clock_map.png
Scale: 2 px per µm.
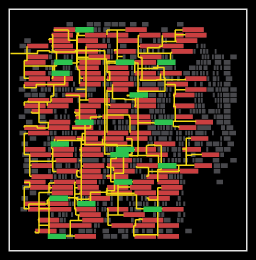
final_congestion.png
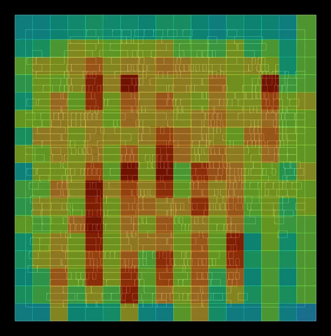
zoom.png
Region (78, 20) to (98, 40) µm. Cells in gray, sequential cells in the stronger gray; small squares are vias.
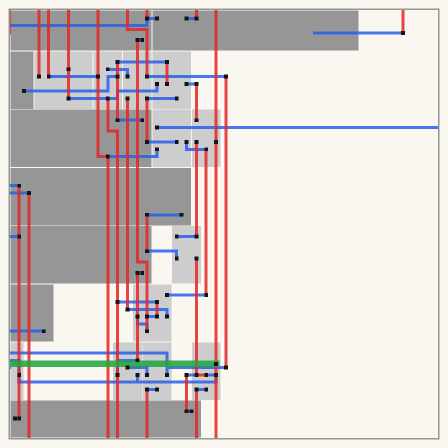
Design alu_cmd_fifo, sky130hd; sources not shown.
==> run_results.csv <==
group,metric,value,unit
status,run_status,"completed",
synthesis,ys_top_cells_by_count,"nor2_1 (151), edfxtp_1 (144), nand2_1 (51), o21ai_0 (46), a21oi_1 (32)",
cts,max_root_sink_buffers,2,
timing,post_route_hold_slack,0.551,ns
timing,finalCriticalPeriod,3.31,ns
critical_path,critPathArrivalTime,2.62,ns
timing,setup_repair_after_global_routing_missed_its_margin,"no",
grt,track_usage,0.202,
synthesis,most_common_cell,"nor2_1",
hold_path,hold_path.class,"in2async",
synthesis,synthesis.instances,543,
place,dp_slack,0.521,ns
synthesis,post_synth_main_area_contributors,"edfxtp_1 (68%), nor2_1 (9.0%), o21ai_0 (3.6%)",
finish,num-fill-cells,839,
route,highest_layer,"met4",
floorplanning,fp-row-count,40,
critical_path,cp.depth,5,
finish,synthToLayoutAreaGrowth,26.7,%
pwr,power-top-group,"combinational logic",
synthesis,ff_type,"edfxtp_1",
timing,final_max_slew_viol_count,0,
run,warnings,29,
cts,cts_stage_hold_buffer_count,0,
finish,layout-drive-gt1-share,0.0933,
finish,final-comb-area,1590,µm²
critical_path,required,2.77,ns
pwr,power.sequential.fraction,0.354,
finish,antennaDiodeCount,0,
finish,number_of_multi_input_combinational_cells_in_the_layout,343,
critical_path,crit_path_end_kind,"output port",
synthesis,synth-area-yosys,6320,µm²
critical_path,timing.critical_path.buf_inv,3,
route,drt_iter0_markers,350,
route,firstDrtPassIters,5,
floorplanning,fp.dieH,120,µm
pwr,power.switching,1.95,mW
route,post-route-drc-count,0,
grt,antenna_violations_before_repair,0,
route,drt.antenna.violating_nets,0,
finish,buffers,108,
cts,cts_resizes,0,
pwr,p_sw_frac,0.320,
pwr,p_int,4.15,mW
floorplanning,top_level_ports,95,
grt,global_route_track_usage_on_met2,0.342,
synthesis,edf_count,144,
cts,postCtsSetupBuffers,0,
floorplanning,fp_util,0.530,
cts,clock-root-buffer,"clkbuf_16",
critical_path,ff2ff_path_depth,5,
timing,finalCritPeriodShare,0.958,
route,wirelength_met1,5890,µm
grt,grt_pass1_vias,4405,
pwr,power.density_cell_area,762,nW/µm²
pwr,peakVddDrop,0.399,mV
finish,clkbuf_count,18,
place,place_hpwl,8620,µm
grt,pin_count_of_the_biggest_net_entering_global_routing,75,
finish,num-nonclk-inverters,20,
synthesis,yosys_cells,543,
route,wl_met3,868,µm
grt,met3_usage,0.0537,
pwr,design_power,6.10,mW
critical_path,crit_path_cell_trace,"inv_2, buf_4, o21ai_0, a21oi_1, clkdlybuf4s50_1",
critical_path,critical_path.max_stage_delay,0.60,ns
grt,grt_use_met1,0.248,
finish,comb-cell-share,0.199,
floorplanning,taps,147,
cts,clock_sink_count,152,
critical_path,worst-setup-path-type,"reg2out",
synthesis,top_cell_area_share,0.684,
critical_path,regToRegSetupSlack,1.30,ns
timing,fin_setup_tns,0,ns
timing,finalSetupViolations,0,
cts,cts_made_buffers,17,
synthesis,mappedNetlistArea,6320,µm²
synthesis,ys_async_sr_fraction,0.0526,
route,dr_total_vias,4318,
synthesis,synth_cell_type_count,23,
grt,global_route.overflow_total,0,
synthesis,part_of_the_yosys_area_used_for_sequential_elements,0.716,
timing,transition_time_at_the_pin_with_the_least_slew_margin,0.569,ns
synthesis,yosys_warnings,0,
pwr,p_comb,2.17,mW
pwr,pg_seq,2.16,mW
route,dr_wl_met2,6860,µm
run,cap_viol_max_count,0,
route,wirelength,13800,µm
timing,finalHoldViolCount,0,
finish,design.final.nets,689,
place,numPortBuffers,94,
timing,fmaxAchievable,302,MHz
synthesis,synth_top_cell_by_area,"edfxtp_1",
## Picture notes: clock_map.png
[green] cells driving clock nets | count: 17
[red] flip-flops | count: 152
[yellow] clock wires | length: 1640 µm
routed clock nets: 18
power of the clock network: 1.78 mW
fraction of power consumed by the clock network: 0.291
Layout Skew: 0.00512 ns

## Picture notes: final_congestion.png
final routed wire length divided by cell count: 17.2 µm
final core utilization: 0.672
most used routing layer: met2

## Picture notes: zoom.png
| color | layer |
|---|---|
| red | met2 |
| blue | met1 |
| green | met3 |
most frequent: nor2_1 (7), edfxtp_1 (5), o21ai_0 (2)
sequential cells in the window: 6
cells with their middle in the window: 17

kinds of logic after synthesis:
group / share of synthesized area
AND-OR/OR-AND: 0.0794
XOR/XNOR: 0.00416
adder cells (fa/ha/maj): 0.0131
buffers and inverters: 0.0368
flip-flops: 0.716
AND/OR/NAND/NOR: 0.150
cell usage in the layout, fill, tap and decap left out, types with 12 or more instances in the layout:
master,synthesis,final
clkdlybuf4s50_1,0,94
nor2_1,151,147
nand3_1,20,20
o21ai_0,46,46
clkbuf_16,0,17
edfxtp_1,144,144
nand2_1,51,51
a21oi_1,32,32
buf_4,8,12
inv_1,16,16
o21ai_1,20,20
through the flow:
step | instances | instance area, µm²
final | 801 | 8010
after global routing | 801 | 8010
after CTS | 801 | 8000
after detailed placement | 770 | 7440
after global placement | 770 | 7440
after floorplan | 543 | 6320
Power figures rest on the tool's default switching activity, not on a simulated workload.
